### src/rtl/par_stat_sink_if.sv
// Local eject port of one NoC node: flit source (router) to sink.
// The flit transfers on a posedge where valid=1 and busy=0; while busy=1 the
// source holds valid and data stable and the sink ignores data.
interface par_stat_sink_if #(
    parameter int FLIT_W = 22
);
    logic              valid;
    logic [FLIT_W-1:0] data;
    logic              busy;

    modport master (output valid, output data, input busy);
    modport slave  (input valid, input data, output busy);
endinterface

### src/rtl/par_stat_sink.sv
// Terminating sink for a NoC node: throttles acceptance by hospitality mode,
// checks destinations and accumulates delivery, per-source and latency stats.
module par_stat_sink #(
    parameter int           NODE_ID = 0,
    parameter int           ADDR_W  = 4,
    parameter int           PL_W    = 16,
    parameter int           HDR_W   = 2,
    parameter int           SRC_W   = 4,
    parameter int           TS_W    = 12,
    parameter int           NUM_SRC = 9,
    parameter int           CNT_W   = 20,
    parameter int           MODE    = 1,
    parameter int           HOSP    = 255,
    parameter logic [7:0]   SEED    = 8'hA5
) (
    input  logic                         clk,
    input  logic                         reset,
    par_stat_sink_if.slave               s_flit,
    input  logic [TS_W-1:0]              i_now,
    input  logic                         i_clear,
    input  logic [SRC_W-1:0]             i_rd_src,
    output logic [CNT_W-1:0]             o_rx_count,
    output logic [CNT_W-1:0]             o_err_count,
    output logic [CNT_W-1:0]             o_src_count,
    output logic [CNT_W+TS_W-1:0]        o_lat_sum,
    output logic [TS_W-1:0]              o_lat_max,
    output logic [HDR_W+PL_W+ADDR_W-1:0] o_last_flit
);
    localparam int                   FLIT_W  = HDR_W + PL_W + ADDR_W;
    localparam int                   SUM_W   = CNT_W + TS_W;
    localparam logic [7:0]           HOSP_L  = HOSP[7:0];
    localparam logic [ADDR_W-1:0]    NODE_L  = NODE_ID[ADDR_W-1:0];
    localparam logic [SRC_W:0]       NSRC_L  = NUM_SRC[SRC_W:0];
    localparam logic [CNT_W-1:0]     CNT_MAX = '1;
    localparam logic [CNT_W-1:0]     CNT_ONE = {{(CNT_W-1){1'b0}}, 1'b1};
    localparam logic [SUM_W-1:0]     SUM_MAX = '1;

    logic [7:0]        r_lfsr;
    logic [7:0]        r_period;
    logic              r_busy;
    logic [CNT_W-1:0]  r_rx_cnt;
    logic [CNT_W-1:0]  r_err_cnt;
    logic [CNT_W-1:0]  r_src_cnt [NUM_SRC];
    logic [SUM_W-1:0]  r_lat_sum;
    logic [TS_W-1:0]   r_lat_max;
    logic [FLIT_W-1:0] r_last_flit;

    logic [7:0]        w_lfsr_next;
    logic [7:0]        w_period_next;
    logic              w_busy_next;
    logic              w_accept;
    logic [ADDR_W-1:0] w_dest;
    logic [SRC_W-1:0]  w_src;
    logic [TS_W-1:0]   w_ts;
    logic              w_err;
    logic [TS_W-1:0]   w_lat;
    logic [SUM_W:0]    w_sum_wide;
    logic [SUM_W-1:0]  w_sum_next;

    function automatic logic [CNT_W-1:0] sat_inc(input logic [CNT_W-1:0] v);
        return (v == CNT_MAX) ? v : v + CNT_ONE;
    endfunction

    // Fibonacci LFSR, taps 8,6,5,4 (bits 7,5,4,3), shifting towards the MSB.
    assign w_lfsr_next   = {r_lfsr[6:0], r_lfsr[7] ^ r_lfsr[5] ^ r_lfsr[4] ^ r_lfsr[3]};
    assign w_period_next = r_period + 8'd1;

    always_comb begin
        w_busy_next = 1'b0;
        if (HOSP_L != 8'hFF) begin
            case (MODE)
                1:       w_busy_next = (w_lfsr_next >= HOSP_L);
                2:       w_busy_next = (w_period_next >= HOSP_L);
                default: w_busy_next = 1'b0;
            endcase
        end
    end

    assign w_accept   = s_flit.valid & ~r_busy;
    assign w_dest     = s_flit.data[ADDR_W-1:0];
    assign w_src      = s_flit.data[ADDR_W +: SRC_W];
    assign w_ts       = s_flit.data[ADDR_W+SRC_W +: TS_W];
    assign w_err      = (w_dest != NODE_L) | ({1'b0, w_src} >= NSRC_L);
    assign w_lat      = i_now - w_ts;
    assign w_sum_wide = {1'b0, r_lat_sum} + {{(CNT_W+1){1'b0}}, w_lat};
    assign w_sum_next = w_sum_wide[SUM_W] ? SUM_MAX : w_sum_wide[SUM_W-1:0];

    always_ff @(posedge clk or negedge reset) begin
        if (!reset) begin
            r_lfsr      <= SEED;
            r_period    <= 8'd0;
            r_busy      <= 1'b1;
            r_rx_cnt    <= '0;
            r_err_cnt   <= '0;
            r_lat_sum   <= '0;
            r_lat_max   <= '0;
            r_last_flit <= '0;
            for (int i = 0; i < NUM_SRC; i++) r_src_cnt[i] <= '0;
        end else begin
            r_lfsr   <= w_lfsr_next;
            r_period <= w_period_next;
            r_busy   <= w_busy_next;
            if (w_accept) r_last_flit <= s_flit.data;
            // Clear outranks a same-edge accept: the flit is taken but not counted.
            if (i_clear) begin
                r_rx_cnt  <= '0;
                r_err_cnt <= '0;
                r_lat_sum <= '0;
                r_lat_max <= '0;
                for (int i = 0; i < NUM_SRC; i++) r_src_cnt[i] <= '0;
            end else if (w_accept) begin
                if (w_err) begin
                    r_err_cnt <= sat_inc(r_err_cnt);
                end else begin
                    r_rx_cnt  <= sat_inc(r_rx_cnt);
                    r_lat_sum <= w_sum_next;
                    if (w_lat > r_lat_max) r_lat_max <= w_lat;
                    for (int i = 0; i < NUM_SRC; i++) begin
                        if (w_src == i[SRC_W-1:0]) r_src_cnt[i] <= sat_inc(r_src_cnt[i]);
                    end
                end
            end
        end
    end

    always_comb begin
        o_src_count = '0;
        for (int i = 0; i < NUM_SRC; i++) begin
            if (i_rd_src == i[SRC_W-1:0]) o_src_count = r_src_cnt[i];
        end
    end

    assign s_flit.busy = r_busy;
    assign o_rx_count  = r_rx_cnt;
    assign o_err_count = r_err_cnt;
    assign o_lat_sum   = r_lat_sum;
    assign o_lat_max   = r_lat_max;
    assign o_last_flit = r_last_flit;
endmodule

### src/flat_wrapper.sv
// flat-port wrapper written by rule: the top's interface ports become plain ports
module par_stat_sink_flat 
#(
    parameter int           NODE_ID = 0,
    parameter int           ADDR_W  = 4,
    parameter int           PL_W    = 16,
    parameter int           HDR_W   = 2,
    parameter int           SRC_W   = 4,
    parameter int           TS_W    = 12,
    parameter int           NUM_SRC = 9,
    parameter int           CNT_W   = 20,
    parameter int           MODE    = 1,
    parameter int           HOSP    = 255,
    parameter logic [7:0]   SEED    = 8'hA5
)
  (clk, reset, i_now, i_clear, i_rd_src, o_rx_count, o_err_count, o_src_count, o_lat_sum, o_lat_max, o_last_flit, s_flit_valid, s_flit_data, s_flit_busy);
  par_stat_sink_if #(.FLIT_W((22))) s_flit_i ();
  input  logic clk;
  input  logic reset;
  input  logic [TS_W-1:0] i_now;
  input  logic i_clear;
  input  logic [SRC_W-1:0] i_rd_src;
  output logic [CNT_W-1:0] o_rx_count;
  output logic [CNT_W-1:0] o_err_count;
  output logic [CNT_W-1:0] o_src_count;
  output logic [CNT_W+TS_W-1:0] o_lat_sum;
  output logic [TS_W-1:0] o_lat_max;
  output logic [HDR_W+PL_W+ADDR_W-1:0] o_last_flit;
  input wire logic [$bits(s_flit_i.valid)-1:0] s_flit_valid;
  input wire logic [$bits(s_flit_i.data)-1:0] s_flit_data;
  output wire logic [$bits(s_flit_i.busy)-1:0] s_flit_busy;
  assign s_flit_i.valid = s_flit_valid;
  assign s_flit_i.data = s_flit_data;
  assign s_flit_busy = s_flit_i.busy;
  par_stat_sink #(.NODE_ID(NODE_ID), .ADDR_W(ADDR_W), .PL_W(PL_W), .HDR_W(HDR_W), .SRC_W(SRC_W), .TS_W(TS_W), .NUM_SRC(NUM_SRC), .CNT_W(CNT_W), .MODE(MODE), .HOSP(HOSP), .SEED(SEED)) u_core (.clk(clk), .reset(reset), .s_flit(s_flit_i), .i_now(i_now), .i_clear(i_clear), .i_rd_src(i_rd_src), .o_rx_count(o_rx_count), .o_err_count(o_err_count), .o_src_count(o_src_count), .o_lat_sum(o_lat_sum), .o_lat_max(o_lat_max), .o_last_flit(o_last_flit));
endmodule
### config.mk
export PLATFORM = sky130hd
export DESIGN_NAME = par_stat_sink_flat
export DESIGN_NICKNAME = d
export VERILOG_FILES = /design/src/rtl/par_stat_sink_if.sv /design/src/rtl/par_stat_sink.sv /design/src/flat_wrapper.sv
export SDC_FILE = /design/constraint.sdc
export NUM_CORES = 1
export LEC_CHECK = 0
export CAP_MARGIN = 30
export CORE_MARGIN = 2
export CORE_UTILIZATION = 63
export DETAILED_ROUTE_END_ITERATION = 8
export HOLD_SLACK_MARGIN = 0.15
export PLACE_DENSITY = 0.83
export SLEW_MARGIN = 20
export SYNTH_ARGS = -nofsm -noshare
export SYNTH_HDL_FRONTEND = slang
export SYNTH_SLANG_ARGS = --single-unit
### constraint.sdc
create_clock -name clk -period 4.63 [get_ports clk]
set_input_delay 0.6945 -clock clk [delete_from_list [all_inputs] [get_ports clk]]
set_output_delay 0.6945 -clock clk [all_outputs]
set_load 0.05 [all_outputs]
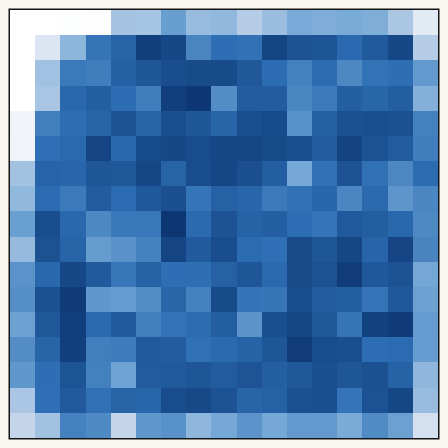
Run 1: cell area per tile
The die is cut into 17 by 17 equal tiles; white is low, dark blue is high, 0 to 100% covered.
tiles over 75% full: 57%
emptiest ninth of the die: upper left
nearly empty tiles: 2.4%
mean over tiles: 71%
fullest tile: 97%
post-layout util: 0.780
Core Area: 26100 µm²
share of the core filled by cells before placement: 0.645

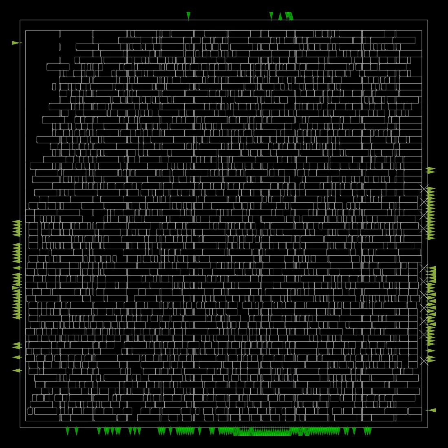
Run 1: placed standard cells
flop count: 287
number of rows in the core area: 59
Well Taps: 335
post-route insts no fill: 2403
Filler cells: 1770

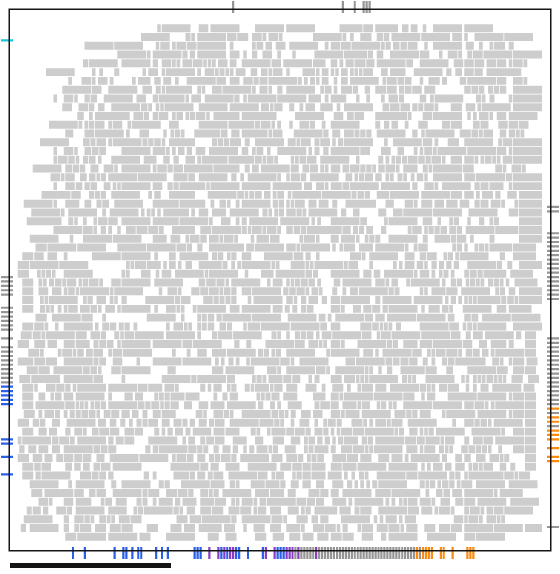
Run 1: ports around the boundary
Scale bar: 50 µm. Pins as bars across the die edge, other pins in grey.
legend:
  `o_rx_count`:
    colour: orange
    pins: 20
    direction: output
    edge: 11 bottom, 9 right
  `o_lat_sum`:
    colour: blue
    pins: 32
    direction: output
    edge: 23 bottom, 9 left
  `clk`:
    colour: cyan
    pins: 1
    direction: input
    edge: left
  `o_lat_max`:
    colour: purple
    pins: 12
    direction: output
    edge: bottom
I/O Buffers: 168
die outline width: 168 µm
die outline height: 168 µm

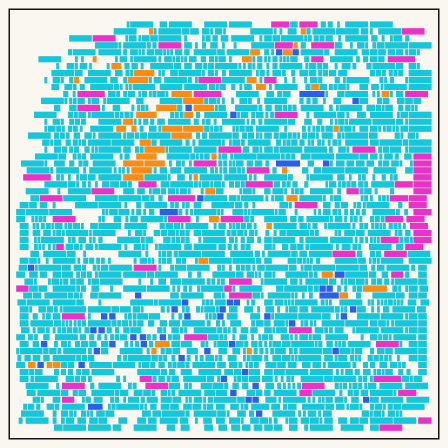
Run 1: cell sizes after repair
legend:
  x1 and smaller:
    colour: cyan
    cells: 1891
    share: 91%
  x6 and larger:
    colour: magenta
    cells: 72
    share: 3.5%
  x2:
    colour: orange
    cells: 52
    share: 2.5%
  x3 and x4:
    colour: blue
    cells: 53
    share: 2.6%
setup slack after layout: 0.391 ns
area delta synth->final: 21.1%
Buffers excl. clock: 215

==> metrics.log, run 1 <==
[report] implementation figures
INFO  metric leakagePower = about 8.4 nW
INFO  metric r2r-start = u_core.s_flit.busy$_DFF_PN1_
INFO  metric drt_first_pass_iters = 8
INFO  metric combinationalPowerShare = 0.125
INFO  metric post_synth_mux_area_share = 0.0388
INFO  metric sequential_cell_area = slightly above 7000 µm²
INFO  metric synth.avg_cell_area = 8.98 µm²
INFO  metric syn_nets = between 1500 and 2000
INFO  metric outcome = finished, violations left
INFO  metric detail-route-antenna-nets = 0
INFO  metric tritoncts = done
INFO  metric htree_levels = 1
INFO  metric final-max-slew-violation-count = 0
INFO  metric enable_flop_cells = 0
INFO  metric p_seq_frac = 0.418
INFO  metric postSynthRegisterBits = 287
INFO  metric dpl-instance-area = approximately 19000 µm²
INFO  metric worstSetupStartpointType = input port
INFO  metric design_power_total = ~6 mW
INFO  metric first_global_vias = 14800
INFO  metric clockRootBuffer = sky130_fd_sc_hd__clkbuf_16
INFO  metric tally_of_clock_buffers_in_the_finished_layout = about 43
INFO  metric insertedDiodeCount = 0
INFO  metric worst_setup_path_end_kind = flop
INFO  metric setup.worst_path.start = s_flit_data[8]
INFO  metric failing_checks = DRC
INFO  metric fmax = about 0.24 GHz
INFO  metric finalInstanceArea = ~20000 µm²
INFO  metric log.warning_count = 28
INFO  metric detail_route.wl_per_cell = 19.3 µm
INFO  metric synth_simple_gate_area_share = 0.249
INFO  metric syn-instance-count = roughly 1900
INFO  metric design.die.area = between 20000 and 30000 µm²
INFO  metric final_period_demand_of_the_worst_path = between 4 and 5 ns
INFO  metric cp_max_fo = 6
INFO  metric multi_input_comb_area = about 9100 µm²
INFO  metric pre_cts_slack = -0.354 ns
INFO  metric globalRouteTotalUtil = 0.330
INFO  metric aoi_share = 0.112
INFO  metric area_dominant_class = combinational gates
INFO  metric num_vias = roughly 15000
INFO  metric yosys_cells = around 1900
INFO  metric drc_errors = 11
INFO  metric peakVddDrop = about 280 µV
INFO  metric worstRegToRegCells = 7
INFO  metric clk_transition_reported_paths = around 0.060 ns
INFO  metric registers.top_by_ff_count = u_core.r_src_cnt
INFO  metric dr.first_iter.drc_count = about 1800
INFO  metric pwr_density_cell = around 300 nW/µm²
-- run 1: layout by cell type, fill, tap and decap left out, drive strengths merged, types with 18 or more instances in the layout --
master,instances
dfrtp,286
and4,31
xor2,96
ha,46
o21ai,67
nand4,55
clkbuf,45
and3,40
xnor2,106
nor2,314
or3,24
nor3,85
nand3,75
a22oi,20
buf,68
nand2,165
clkdlybuf4s50,145
inv,57
mux2i,18
a21oi,98
-- run 1: repair_timing --
item / 4_1_cts / 5_1_grt
hold buffers: 0 / 0
gates resized: 0 / 4
buffers inserted: 0 / 0
endpoints found under the setup margin: 0 / 9
-- run 1: Yosys cell counts, drive strengths merged (17+ instances only) --
master / n / area [µm²]
nor2: 314 / 1180
dfrtp: 286 / 7160
nand2: 165 / 622
xnor2: 106 / 928
a21oi: 98 / 494
xor2: 96 / 841
nor3: 85 / 447
nand3: 75 / 375
clkbuf: 70 / 263
o21ai: 67 / 339
inv: 55 / 206
nand4: 55 / 344
ha: 46 / 576
and3: 40 / 250
and4: 31 / 272
or3: 24 / 150
a22oi: 20 / 150
mux2i: 18 / 180
and2: 17 / 106
nor4: 17 / 128
-- run 1: per-layer routing --
| layer | part of all wire | wire (µm) | GRT usage |
|---|---|---|---|
| met3 | 0.073 | 3390 | 0.0433 |
| met2 | 0.47 | 21700 | 0.543 |
| met4 | 0.047 | 2190 | 0.142 |
| met1 | 0.41 | 19100 | 0.444 |
| met5 | 0 | 0 | 0 |
-- run 1: stage by stage --
stage	setup TNS (ns)	hold slack [ns]
2_1_floorplan	0	0.399
3_3_place_gp	-1.98	0.458
3_5_place_dp	-4.75	0.464
4_1_cts	0	0.249
5_1_grt	0	0.248
6_report	0	0.165
==> run 2, diff against run 1 <==
--- a/config.mk
+++ b/config.mk
@@ -7,10 +7,10 @@
 export LEC_CHECK = 0
 export CAP_MARGIN = 30
 export CORE_MARGIN = 2
-export CORE_UTILIZATION = 63
+export CORE_UTILIZATION = 50
 export DETAILED_ROUTE_END_ITERATION = 8
 export HOLD_SLACK_MARGIN = 0.15
-export PLACE_DENSITY = 0.83
+export PLACE_DENSITY = 0.67
 export SLEW_MARGIN = 20
 export SYNTH_ARGS = -nofsm -noshare
 export SYNTH_HDL_FRONTEND = slang
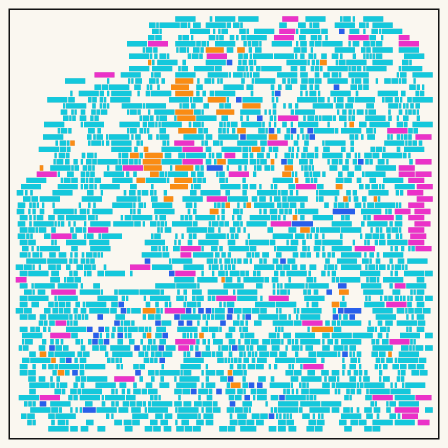
Run 2: cell sizes after repair
legend:
  x6 and larger:
    colour: magenta
    cells: 69
    share: 3.3%
  x3 and x4:
    colour: blue
    cells: 68
    share: 3.3%
  x1 and smaller:
    colour: cyan
    cells: 1895
    share: 91%
  x2:
    colour: orange
    cells: 56
    share: 2.7%
post-route cell area: 20600 µm²
Buffers excl. clock: 231
setup slack after layout: 0.346 ns
area delta synth->final: 22.5%

==> run 2 against run 1 <==
The flow now finishes without violations. Sequential share of layout area fell by 0.42 points. First-iteration DRC count fell by 26%. Clock power fell by 3%. Sequential power barely moved. Largest power group unchanged.
==> metrics.log, run 2 <==
[report] implementation figures
INFO  metric insertedDiodeCount = 0
INFO  metric combinationalPowerShare = 0.127
INFO  metric multi_input_comb_area = 9150 µm²
INFO  metric registers.top_by_ff_count = u_core.r_src_cnt
INFO  metric die_y = 188 µm
INFO  metric num_vias = 14800
INFO  metric peakVddDrop = 245 µV
INFO  metric dieWidth = ~190 µm
INFO  metric portBuffers = about 170
INFO  metric worstSetupStartpointType = input port
INFO  metric fmax = between 0.2 and 0.25 GHz
INFO  metric final_period_demand_of_the_worst_path = ~4.3 ns
INFO  metric syn_nets = between 1500 and 2000
INFO  metric synth.top_cells.by_count = sky130_fd_sc_hd__nor2_1, sky130_fd_sc_hd__dfrtp_1, sky130_fd_sc_hd__nand2_1, sky130_fd_sc_hd__xnor2_1, sky130_fd_sc_hd__a21oi_1
INFO  metric detail_route.wl_per_cell = around 18 µm
INFO  metric leakagePower = 8.50 nW
INFO  metric first_global_vias = between 10000 and 15000
INFO  metric drt_first_pass_iters = 8
INFO  metric sequential_cell_area = just over 7000 µm²
INFO  metric design.die.area = about 35000 µm²
INFO  metric drc_errors = 0
INFO  metric cts_post_setup_buffers_inserted = 0
INFO  metric synthDominantCellAreaShare = 0.425
INFO  metric synth.avg_cell_area = 8.98 µm²
INFO  metric multi_input_comb_cells = approximately 1500
INFO  metric area_dominant_class = combinational gates
INFO  metric clockRootBuffer = sky130_fd_sc_hd__clkbuf_16
INFO  metric post_layout_nonfiller_instances = around 2500
INFO  metric outcome = finished, final reports clean
INFO  metric dpl-instance-area = 19500 µm²
INFO  metric enable_flop_cells = 0
INFO  metric pre_cts_slack = -0.363 ns
INFO  metric postSynthRegisterBits = 287
INFO  metric p_seq_frac = 0.422
INFO  metric globalRouteTotalUtil = 0.265
INFO  metric fillers = 2894
INFO  metric tally_of_clock_buffers_in_the_finished_layout = between 50 and 60
INFO  metric clk_transition_reported_paths = roughly 0.060 ns
INFO  metric cp_max_fo = 8
INFO  metric log.warning_count = 32
INFO  metric std_cell_rows = between 60 and 70
INFO  metric seq_cells = 287
INFO  metric synth_simple_gate_area_share = 0.249
INFO  metric dr.first_iter.drc_count = 1348
INFO  metric tritoncts = done
INFO  metric syn-instance-count = about 1900
INFO  metric layout_top_cells_excl_fill_tap = sky130_fd_sc_hd__nor2_1, sky130_fd_sc_hd__dfrtp_1, sky130_fd_sc_hd__nand2_1
INFO  metric yosys_cells = about 1900
INFO  metric aoi_share = 0.112
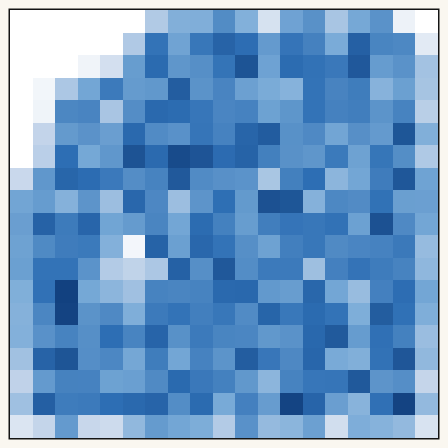
Run 2: cell area per tile
The die is cut into 19 by 19 equal tiles; white is low, dark blue is high, 0 to 100% covered.
mean over tiles: 57%
emptiest ninth of the die: upper left
fullest tile: 93%
tiles over 75% full: 18%
nearly empty tiles: 5.3%
share of the core filled by cells before placement: 0.505
post-layout util: 0.619
Core Area: 33400 µm²

==> run 2: cell counts after synthesis <==
Identical to the previous run, type by type.
==> run 2: final timing paths <==
kind | slack (ns) | end | from
max in group asynchronous | 2.86 | u_core.r_src_cnt[133]$_DFFE_PN0P_ | reset
min in group asynchronous | 0.71 | u_core.o_rx_count[14]$_DFFE_PN0P_ | reset
worst min register to register | 0.47 | u_core.o_last_flit[21]$_DFFE_PN0P_ | u_core.o_last_flit[21]$_DFFE_PN0P_
worst max register to register | 1.77 | u_core.o_lat_sum[23]$_DFFE_PN0P_ | u_core.o_lat_sum[0]$_DFFE_PN0P_
worst max-delay path | 0.35 | u_core.o_lat_sum[21]$_DFFE_PN0P_ | s_flit_data[8]
worst min-delay path | 0.47 | u_core.o_last_flit[21]$_DFFE_PN0P_ | u_core.o_last_flit[21]$_DFFE_PN0P_
==> run 2: power groups by stage <==
stage | clock (mW) | combinational, mW | sequential [mW]
3_5_place_dp | 0 | 0.764 | 2.60
4_1_cts | 2.78 | 0.767 | 2.55
3_3_place_gp | 0 | 0.756 | 2.60
5_1_grt | 2.90 | 0.838 | 2.56
6_report | 2.72 | 0.769 | 2.55
2_1_floorplan | 0 | 0.331 | 2.69
==> run 2: worst reg2reg max path: cells and delay by family, from the launching register on <==
kind	cells	cell delay, ns
compound gates	4	1.07
simple gates	3	0.56
flops	1	0.40
fa+ha+maj	2	0.69
==> run 2: timing repair <==
action / 4_1_cts / 5_1_grt
hold buffers: 1 / 0
setup endpoints to repair: 0 / 32
hold endpoints to repair: 8 / 0
resized: 0 / 5
==> run 2: routing by layer <==
layer / track usage / part of all wire / vias up
li1: - / - / 7000
met1: 0.371 / 0.44 / 7159
met2: 0.419 / 0.46 / 485
met3: 0.0442 / 0.062 / 108
met4: 0.0951 / 0.037 / 0
met5: 0 / 0 / -
No activity file was given, so power comes from the tool's default toggle rates.
